File: src/rtl/tcm_boot_loader.sv
// tcm_boot_loader: boot-time TCM filler. Packs a byte stream into little-endian
// 32-bit words, writes them through a request/grant port and holds the core in
// reset until the requested number of words has been stored.
// Optional checksum trailer: define TCM_BOOT_LOADER_CHECKSUM_EN.
module tcm_boot_loader #(
    parameter int AW      = 14,
    parameter int TIMEOUT = 1000000,
    parameter int TW      = 24
) (
    input  logic          clk_i,
    input  logic          rst_i,
    input  logic          start_i,
    input  logic [AW:0]   len_i,
    input  logic          byte_vld_i,
    input  logic [7:0]    byte_i,
    output logic          byte_rdy_o,
    output logic          mem_we_o,
    output logic [AW-1:0] mem_addr_o,
    output logic [31:0]   mem_wdata_o,
    input  logic          mem_gnt_i,
    output logic          core_rst_o,
    output logic          busy_o,
    output logic          done_o,
    output logic          err_o,
    output logic [AW:0]   words_o
);

    localparam logic [AW:0]   DEPTH   = {1'b1, {AW{1'b0}}};
    localparam logic [AW:0]   ONE_W   = 1;
    localparam logic [AW-1:0] ONE_A   = 1;
    localparam logic [TW-1:0] ONE_T   = 1;
    // Counter value seen on the last idle cycle before the timeout fires.
    localparam logic [TW-1:0] TO_LAST = (TIMEOUT > 0) ? TW'(TIMEOUT - 1) : '0;

`ifdef TCM_BOOT_LOADER_CHECKSUM_EN
    typedef enum logic [2:0] {IDLE, RECV, WRITE, CHECK, DONE, ERR} state_t;
    localparam state_t FINISH = CHECK;
`else
    typedef enum logic [2:0] {IDLE, RECV, WRITE, DONE, ERR} state_t;
    localparam state_t FINISH = DONE;
`endif

    state_t        state;
    state_t        next_state;
    logic [AW:0]   len_q;
    logic [1:0]    byte_cnt;
    logic [TW-1:0] to_cnt;
    logic          accept;
    logic          start_ok;
    logic          to_fire;
    logic          word_last;
    logic          rx_state;
    logic          rx_next;

    assign accept    = byte_vld_i && byte_rdy_o;
    assign start_ok  = start_i && (state == IDLE || state == DONE || state == ERR);
    assign to_fire   = (TIMEOUT != 0) && !accept && (to_cnt == TO_LAST);
    assign word_last = (words_o + ONE_W) == len_q;

`ifdef TCM_BOOT_LOADER_CHECKSUM_EN
    logic [7:0] sum;
    logic [7:0] sum_total;
    assign sum_total = sum + byte_i;
    assign rx_state  = (state == RECV) || (state == CHECK);
    assign rx_next   = (next_state == RECV) || (next_state == CHECK);
`else
    assign rx_state  = (state == RECV);
    assign rx_next   = (next_state == RECV);
`endif

    // State register.
    always_ff @(posedge clk_i) begin
        if (rst_i) begin
            state <= IDLE;
        end else begin
            state <= next_state;
        end
    end

    // Next-state decision.
    always_comb begin
        next_state = state;
        case (state)
            IDLE, DONE, ERR: begin
                if (start_i) begin
                    if (len_i == '0) begin
                        next_state = FINISH;
                    end else if (len_i > DEPTH) begin
                        next_state = ERR;
                    end else begin
                        next_state = RECV;
                    end
                end
            end
            RECV: begin
                if (accept && byte_cnt == 2'd3) begin
                    next_state = WRITE;
                end else if (to_fire) begin
                    next_state = ERR;
                end
            end
            WRITE: begin
                if (mem_gnt_i) begin
                    next_state = word_last ? FINISH : RECV;
                end
            end
`ifdef TCM_BOOT_LOADER_CHECKSUM_EN
            CHECK: begin
                if (accept) begin
                    next_state = (sum_total == 8'd0) ? DONE : ERR;
                end else if (to_fire) begin
                    next_state = ERR;
                end
            end
`endif
            default: next_state = IDLE;
        endcase
    end

    // Registered outputs derived from the next state, plus word assembly and counters.
    always_ff @(posedge clk_i) begin
        if (rst_i) begin
            byte_rdy_o  <= 1'b0;
            mem_we_o    <= 1'b0;
            busy_o      <= 1'b0;
            done_o      <= 1'b0;
            err_o       <= 1'b0;
            core_rst_o  <= 1'b1;
            mem_addr_o  <= '0;
            mem_wdata_o <= '0;
            words_o     <= '0;
            len_q       <= '0;
            byte_cnt    <= '0;
            to_cnt      <= '0;
`ifdef TCM_BOOT_LOADER_CHECKSUM_EN
            sum         <= '0;
`endif
        end else begin
            byte_rdy_o <= rx_next;
            mem_we_o   <= (next_state == WRITE);
            busy_o     <= rx_next || (next_state == WRITE);
            done_o     <= (next_state == DONE);
            err_o      <= (next_state == ERR);
            core_rst_o <= (next_state != DONE);
            if (start_ok) begin
                len_q      <= len_i;
                words_o    <= '0;
                mem_addr_o <= '0;
                byte_cnt   <= '0;
                to_cnt     <= '0;
`ifdef TCM_BOOT_LOADER_CHECKSUM_EN
                sum        <= '0;
`endif
            end else if (state == WRITE) begin
                if (mem_gnt_i) begin
                    words_o    <= words_o + ONE_W;
                    mem_addr_o <= mem_addr_o + ONE_A;
                end
            end else if (rx_state) begin
                // Idle cycles are counted only while waiting for a byte.
                to_cnt <= accept ? '0 : to_cnt + ONE_T;
                if (state == RECV && accept) begin
                    mem_wdata_o[{byte_cnt, 3'b000} +: 8] <= byte_i;
                    byte_cnt <= byte_cnt + 2'd1;
`ifdef TCM_BOOT_LOADER_CHECKSUM_EN
                    sum      <= sum + byte_i;
`endif
                end
            end
        end
    end

endmodule

File: config.mk
export PLATFORM = sky130hd
export DESIGN_NAME = tcm_boot_loader
export DESIGN_NICKNAME = d
export VERILOG_FILES = /design/src/rtl/tcm_boot_loader.sv
export SDC_FILE = /design/constraint.sdc
export NUM_CORES = 1
export LEC_CHECK = 0
export CAP_MARGIN = 15
export CORE_MARGIN = 3
export CORE_UTILIZATION = 35
export DETAILED_ROUTE_END_ITERATION = 7
export GPL_TIMING_DRIVEN = 0
export HOLD_SLACK_MARGIN = 0.06
export PLACE_DENSITY = 0.6
export SYNTH_ARGS = -nofsm -noshare
export SYNTH_HDL_FRONTEND = slang
export SYNTH_SLANG_ARGS = --single-unit
File: constraint.sdc
create_clock -name clk_i -period 4.6 [get_ports clk_i]
set_clock_uncertainty 0.05 [all_clocks]
set_input_delay 1.38 -clock clk_i [delete_from_list [all_inputs] [get_ports clk_i]]
set_output_delay 1.38 -clock clk_i [all_outputs]
set_load 0.01 [all_outputs]
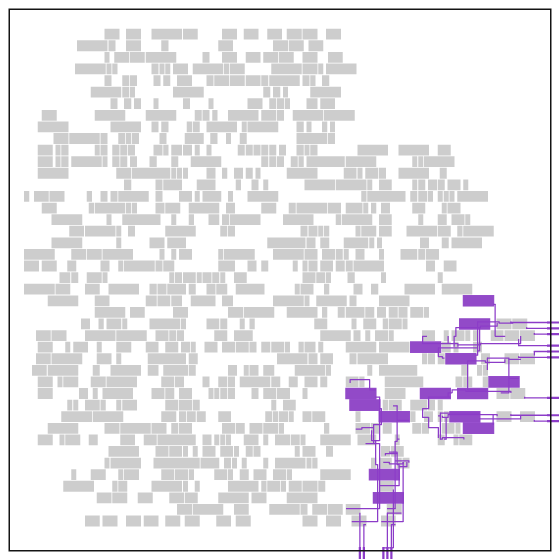
**Above:** run 1 (I/O nets highlighted).
Key: `mem_addr_o` = purple [direction output, end cells 14, buffers 14, wire 503 um]

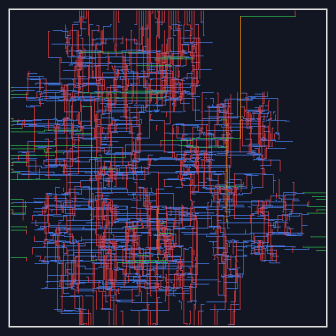
**Above:** run 1 (metal layers overlaid).
Key: met4 = orange [wire length 171 um]; met3 = green [wire length 548 um]; met1 = blue [wire length 6090 um]; met2 = red [wire length 6070 um]

==> metrics.yaml, run 1 <==
layout:
  finish.instance_area_sq_um: 6540
  final_util_pct: 46.6
  fin_cells: 884
  lay_top_cells: "dfxtp_1, clkdlybuf4s50_1, nor2_1"
synthesis:
  syn_nets: 633
  ys_area_sq_um: 5100
  flop_cell: "dfxtp_1"
  ys_warn_count: 0
  synth-edff-count: 0
  xor_area_share_pct: 11.0
  top_cell_area_share_pct: 43.6
  largest_area_cell: "dfxtp_1"
  synthDistinctLibCells: 48
  synthTopCellsByCount: "dfxtp_1, nor2_1, nand2_1"
final_timing:
  setup_slack_ps: 1400
  fin_crit_ps: 3200
  relSlewSlack_pct: 44.6
  hold_violations: 0
  setup_tns_ps: 0
worst_setup_path:
  crit_end: "busy_o$_SDFF_PP0_"
  crit_type: "primary input to flip-flop"
  worst-r2r-cell-count: 8
  r2r_slack_ps: 2090
grt:
  grt_pass1_vias: 4312
  grt_use_met1_pct: 21.3
detailed_routing:
  wl_met3_um: 548
  wl_per_cell_um: 14.6
clock_tree:
  cts-buffers-inserted: 9
floorplan:
  dieHeight_um: 127
  core_area_sq_um: 14000
  ios: 95
power:
  p_int_mw: 1.47
  swShare_pct: 22.3
  maxPowerGroup: "registers"
placed_design:
  place_area_sq_um: 6260
  routabilityCongestion: 0.800
status:
  run_status: "finished clean"
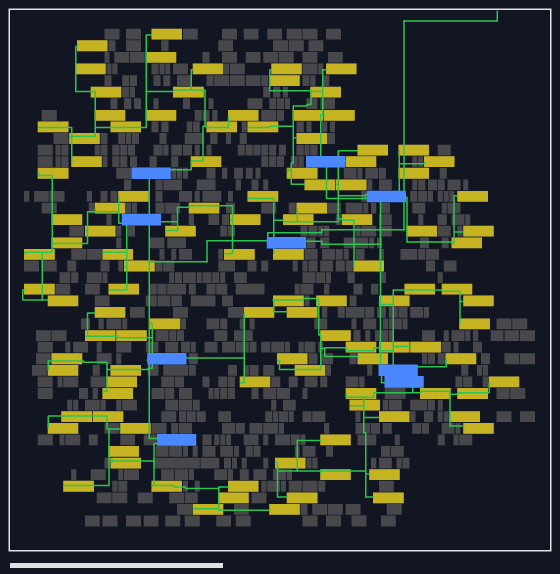
**Above:** run 1 (clock wires, drivers and flops).
Scale bar: 50 um.
Key: clock wires = green [length 1330 um]; cells driving clock nets = blue [count 9]; flip-flops = yellow [count 111]
There are 10 routed clock nets.

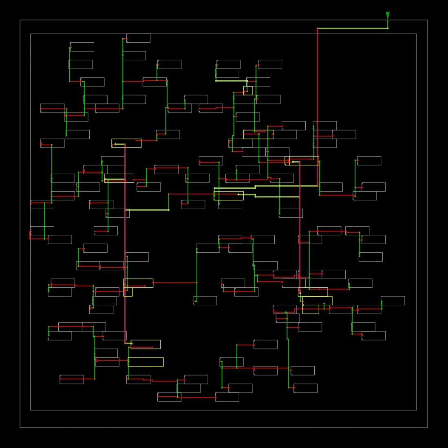
**Above:** run 1 (the clock network).
clock group power: 0.770 mW
flop count: 111
final-layout clock buffer total: 11

run 1: sequential cells by signal, summed over array words and instances, names as in the netlist:
name         count
byte_rdy_o       1
byte_cnt         2
busy_o           1
words_o         15
to_cnt          24
core_rst_o       1
len_q           15
mem_we_o         1
mem_addr_o      14
err_o            1
state            3
mem_wdata_o     32
done_o           1
run 1: cell type report:
type	count	share of cell area, %
flip-flops and latches	111	34.0
inverters	5	0.287
repair buffers	93	14.2
plain buffers	30	2.31
multi-input cells	451	41.4
clock buffers	11	3.71
well taps	180	3.44
clock inverters	3	0.688
run 1: worst max-delay path, stage by stage:
cell	delay (ps)
clkdlybuf4s50_1	420
nand2_1	160
nand3_1	90
nor4_1	550
a311oi_1	100
nor3_1	350
nor2_1	150
a21o_1	200
==> run 2: changes to the inputs <==
- PLACE_DENSITY: 0.6 -> 0.62
- clock period: 4.6 -> 2.9 ns (I/O delays scaled with it)
==> metrics.yaml, run 2 <==
status:
  run_status: "finished clean"
final_timing:
  maxSlewViolCount: 0
  max_slew.worst_pin.slew_ps: 876
  relSlewSlack_pct: 41.5  # -3.1 points
  finalClockPeriodUsage_pct: 92.2
  setup_slack_ps: 227  # -1180 ps
  hold_violations: 0  # unchanged
  fin_crit_ps: 2670
  rsz0062_at_grt: "false"
floorplan:
  ios: 95  # unchanged
  well_tap_count: 180  # unchanged
  initCoreUtil_pct: 36.3
  core_area_sq_um: 14000  # unchanged
  dieHeight_um: 127  # unchanged
synthesis:
  flop_cell: "dfxtp_1"
  yosys.stat.seqShare_pct: 43.6
  ys_area_sq_um: 5100  # unchanged
  synthTopCellsByCount: "dfxtp_1, nor2_1, nand2_1"
  synth-edff-count: 0  # unchanged
  adder_share_pct: 1.96
  largest_area_cell: "dfxtp_1"
  xor_area_share_pct: 11.0  # unchanged
  logic_family: "simple AND/OR/NAND/NOR gates"
  ys_warn_count: 0  # unchanged
  syn_nets: 633  # unchanged
  synthDistinctLibCells: 48  # unchanged
  top_cell_area_share_pct: 43.6  # unchanged
  ys_seq_elements: 111
layout:
  nonClkBufAreaFrac_pct: 16.5  # -0.047 points
  ff_count: 111  # unchanged
  syn2layout_area_growth_pct: 28.7
  clkbuf_count: 11  # unchanged
  finish.instance_area_sq_um: 6560  # +0.29%
  buffers_excl_clock: 123  # unchanged
  top_regs: "mem_wdata_o x32, to_cnt x24"
  sh_seq_area_pct: 33.9  # -0.097 points
  clock_area_share_pct: 4.67  # +0.27 points
  logic_gates: 451  # unchanged
  layout.nets: 737
  inverters: 5  # unchanged
  largest_register: "mem_wdata_o"
  largest_register_ffs: 32  # unchanged
  fin_cells: 886  # +0.23%
  sh_comb_area_pct: 41.3  # -0.12 points
  lay_top_cells: "dfxtp_1, clkdlybuf4s50_1, nor2_1"
  largestClassByArea: "multi-input combinational cells"
power:
  swShare_pct: 23.3  # +1.0 points
  total_leakage_power_nw: 2.22
  maxPowerGroup: "registers"
  seqPwrFrac_pct: 51.1
  p_sw_mw: 0.713
  p_int_mw: 2.35  # +60%
placed_design:
  routabilityCongestion: 0.849  # +6.1%
  dp.final_hpwl_mm: 9.83
  port_buffers: 93
  place_area_sq_um: 6260  # unchanged
worst_setup_path:
  slowest_stage: "nor4_1"
  slowest_delay_ps: 520  # -30 ps
  crit_buf_inv: 1  # unchanged
  worst-r2r-cell-count: 8  # unchanged
  path_depth: 8  # unchanged
  r2r_slack_ps: 290  # -1800 ps
  cp-end-kind: "flip-flop"
  r2r-start: "words_o[0]$_SDFFE_PP0P_"
  crit_type: "primary input to flip-flop"
  path_cells: "clkdlybuf4s50_1, nand2_1, nand3_1, nor4_1, a311oi_1, nor3_1, nor2_1, and2_1"
  crit_family: "simple AND/OR/NAND/NOR gates"
grt:
  gr-usage-met3_pct: 3.96
  grt_antenna_before_repair: 0
  grtUsageMet2_pct: 26.1
  grt_pass1_vias: 4303  # -0.21%
  grt_use_met1_pct: 21.6  # +0.27 points
  grt_overflow_total: 0
clock_tree:
  cts-buffers-inserted: 9  # unchanged
  cts_tree: "yes"
detailed_routing:
  wl_per_cell_um: 14.7  # +1.1%
  wl_met3_um: 562  # +2.6%
  dr_wl_met2_mm: 6.11
flow_run:
  cap_violations: 0
  warnings: 30
min_path:
  hold_path_end: "mem_wdata_o[20]$_SDFFE_PP0P_"
## run 2: through the flow
stage          TNS, ps  utilization [%]
3_5_place_dp      -406             44.6
5_1_grt              0             46.7
4_1_cts              0             46.7
2_1_floorplan        0                -
3_3_place_gp      -345             44.6
6_report             0             46.7
## run 2: how the worst max path moves through the flow
| stage | from | end | slack, ps |
|---|---|---|---|
| finish | byte_vld_i | byte_rdy_o$_SDFF_PP0_ | 230 |
| global route | byte_vld_i | busy_o$_SDFF_PP0_ | 90 |
| CTS | byte_vld_i | busy_o$_SDFF_PP0_ | 260 |
| detailed placement | byte_vld_i | busy_o$_SDFF_PP0_ | -120 |
| global placement | len_i[5] | core_rst_o$_SDFF_PP1_ | -90 |
| floorplan | mem_gnt_i | mem_addr_o[12]$_SDFFE_PP0P_ | 700 |
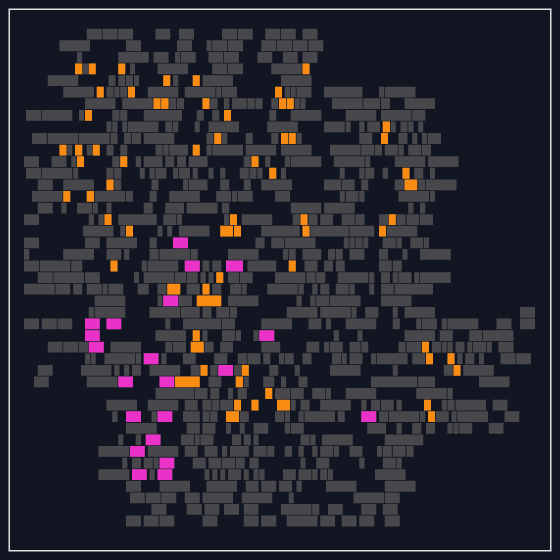
**Above:** run 2 (selected gate families).
Key: multiplexers = magenta [cells 21, most used mux2i_1]; inverting AOI/OAI gates = orange [cells 66, most used a21oi_1]

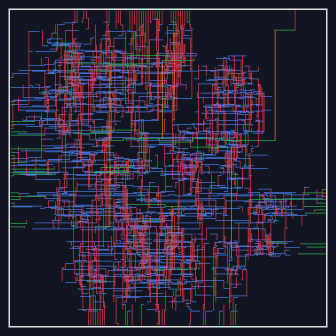
**Above:** run 2 (metal layers overlaid).
Key: met2 = red [wire length 6110 um]; met4 = orange [wire length 236 um]; met1 = blue [wire length 6140 um]; met3 = green [wire length 563 um]

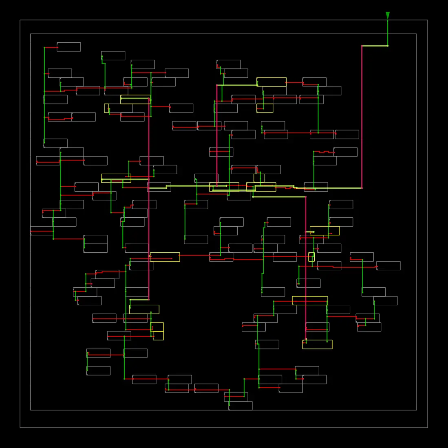
**Above:** run 2 (the clock network).
clock group power: 1.29 mW
later-pin clock latency in the skew report: 350 ps

==> run 3: changes to the inputs <==
--- a/config.mk
+++ b/config.mk
@@ -8,2 +8,3 @@
 export CAP_MARGIN = 15
+export CORE_ASPECT_RATIO = 0.5
 export CORE_MARGIN = 3
--- a/constraint.sdc
+++ b/constraint.sdc
@@ -4,2 +4,2 @@
 set_output_delay 0.87 -clock clk_i [all_outputs]
-set_load 0.01 [all_outputs]
+set_load 0.05 [all_outputs]
==> metrics.yaml, run 3 <==
layout:
  finish.instance_area_sq_um: 6580  # +0.31%
  top_regs: "mem_wdata_o x32, to_cnt x24"
  largest_register: "mem_wdata_o"
  syn2layout_area_growth_pct: 29.1
  final_util_pct: 47.4  # +0.66 points
  largest_register_ffs: 32  # unchanged
  layout.nets: 737  # unchanged
  lay_top_cells: "dfxtp_1, clkdlybuf4s50_1, nor2_1"
  fin_cells: 898  # +1.4%
worst_setup_path:
  worst-r2r-cell-count: 8  # unchanged
  cp-end-kind: "flip-flop"
  crit_type: "primary input to flip-flop"
  path_cells: "clkdlybuf4s50_1, nor4_1, nand4_1, o311ai_0, a41oi_2, a21o_1"
  slowest_stage: "o311ai_0"
  crit_end: "busy_o$_SDFF_PP0_"
  slowest_delay_ps: 580  # +60 ps
  crit_start: "len_i[0]"
final_timing:
  relSlewSlack_pct: 34.3  # -7.2 points
  hold_violations: 0  # unchanged
  max_slew.worst_pin.slew_ps: 983  # +108 ps
  setup_tns_ps: 0  # unchanged
  setup_slack_ps: 164  # -63.1 ps
  maxSlewViolCount: 0  # unchanged
  fin_crit_ps: 2740  # +63.1 ps
  rsz0062_at_grt: "false"
min_path:
  hold_path_end: "mem_wdata_o[4]$_SDFFE_PP0P_"
synthesis:
  logic_family: "simple AND/OR/NAND/NOR gates"
  flop_cell: "dfxtp_1"
  syn_nets: 633  # unchanged
  synthDistinctLibCells: 48  # unchanged
  xor_area_share_pct: 11.0  # unchanged
  synth-edff-count: 0  # unchanged
  top_cell_area_share_pct: 43.6  # unchanged
  synthTopCellsByCount: "dfxtp_1, nor2_1, nand2_1"
  yosys.stat.seqShare_pct: 43.6  # unchanged
  adder_share_pct: 1.96  # unchanged
  largest_area_cell: "dfxtp_1"
power:
  total_leakage_power_nw: 2.21  # about the same
floorplan:
  core_area_sq_um: 13900  # -1.1%
  ios: 95  # unchanged
  initCoreUtil_pct: 36.7  # +0.40 points
grt:
  grt_antenna_before_repair: 0  # unchanged
  grt_use_met1_pct: 23.4  # +1.9 points
  grt_overflow_total: 0  # unchanged
  gr-usage-met3_pct: 3.30  # -0.66 points
placed_design:
  port_buffers: 93  # unchanged
  routabilityCongestion: 0.846  # -0.37%
detailed_routing:
  dr_wl_met2_mm: 5.59  # -8.5%
  wl_met3_um: 480  # -15%
  wl_per_cell_um: 14.2  # -3.3%
clock_tree:
  cts_tree: "yes"
  clk_latency_ps: 350  # about the same
flow_run:
  warnings: 30  # unchanged
  cap_violations: 0  # unchanged
status:
  run_status: "finished clean"
## run 3: critical path, delay by kind of cell
family                 cells  cell delay [ps]
AOI/OAI and AO/OA          3              960
buffers and inverters      1              460
and+or+nand+nor            2              640
## run 3: area by class of cell
| type | instances | share of cell area, % |
|---|---|---|
| buffer | 30 | 2.30 |
| tap | 192 | 3.65 |
| inverter | 5 | 0.285 |
| multi-input combinational | 451 | 41.1 |
| clock buffer | 9 | 3.42 |
| clock inverter | 7 | 1.31 |
| sequential | 111 | 33.8 |
| timing repair buffer | 93 | 14.1 |
## run 3: power by group
group / internal [mW] / switching (mW)
Clock: 0.620 / 0.638
Combinational: 0.0979 / 0.125
Sequential: 1.54 / 0.0189
Total: 2.26 / 0.781
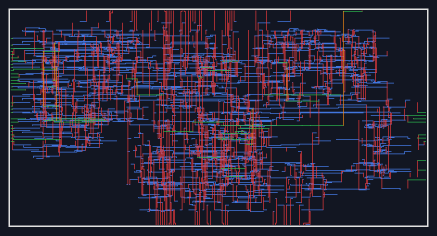
**Above:** run 3 (metal layers overlaid).
Key: met2 = red [wire length 5590 um]; met4 = orange [wire length 148 um]; met1 = blue [wire length 6570 um]; met3 = green [wire length 481 um]

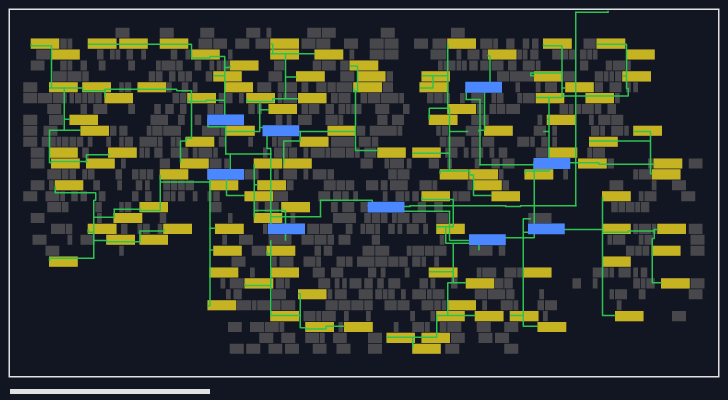
**Above:** run 3 (clock wires, drivers and flops).
Scale bar: 50 um.
Key: cells driving clock nets = blue [count 9]; clock wires = green [length 1340 um]; flip-flops = yellow [count 111]
Position of the flops: widely spread. There are 10 routed clock nets.

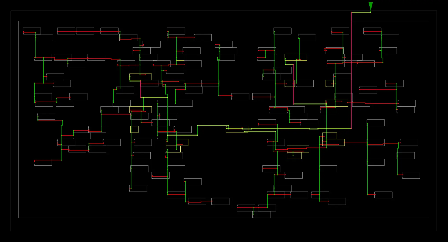
**Above:** run 3 (the clock network).
CTS Buf Count: 9
clock group power: 1.26 mW
CTS Sinks: 111

Power is estimated from default activity; no workload was simulated.
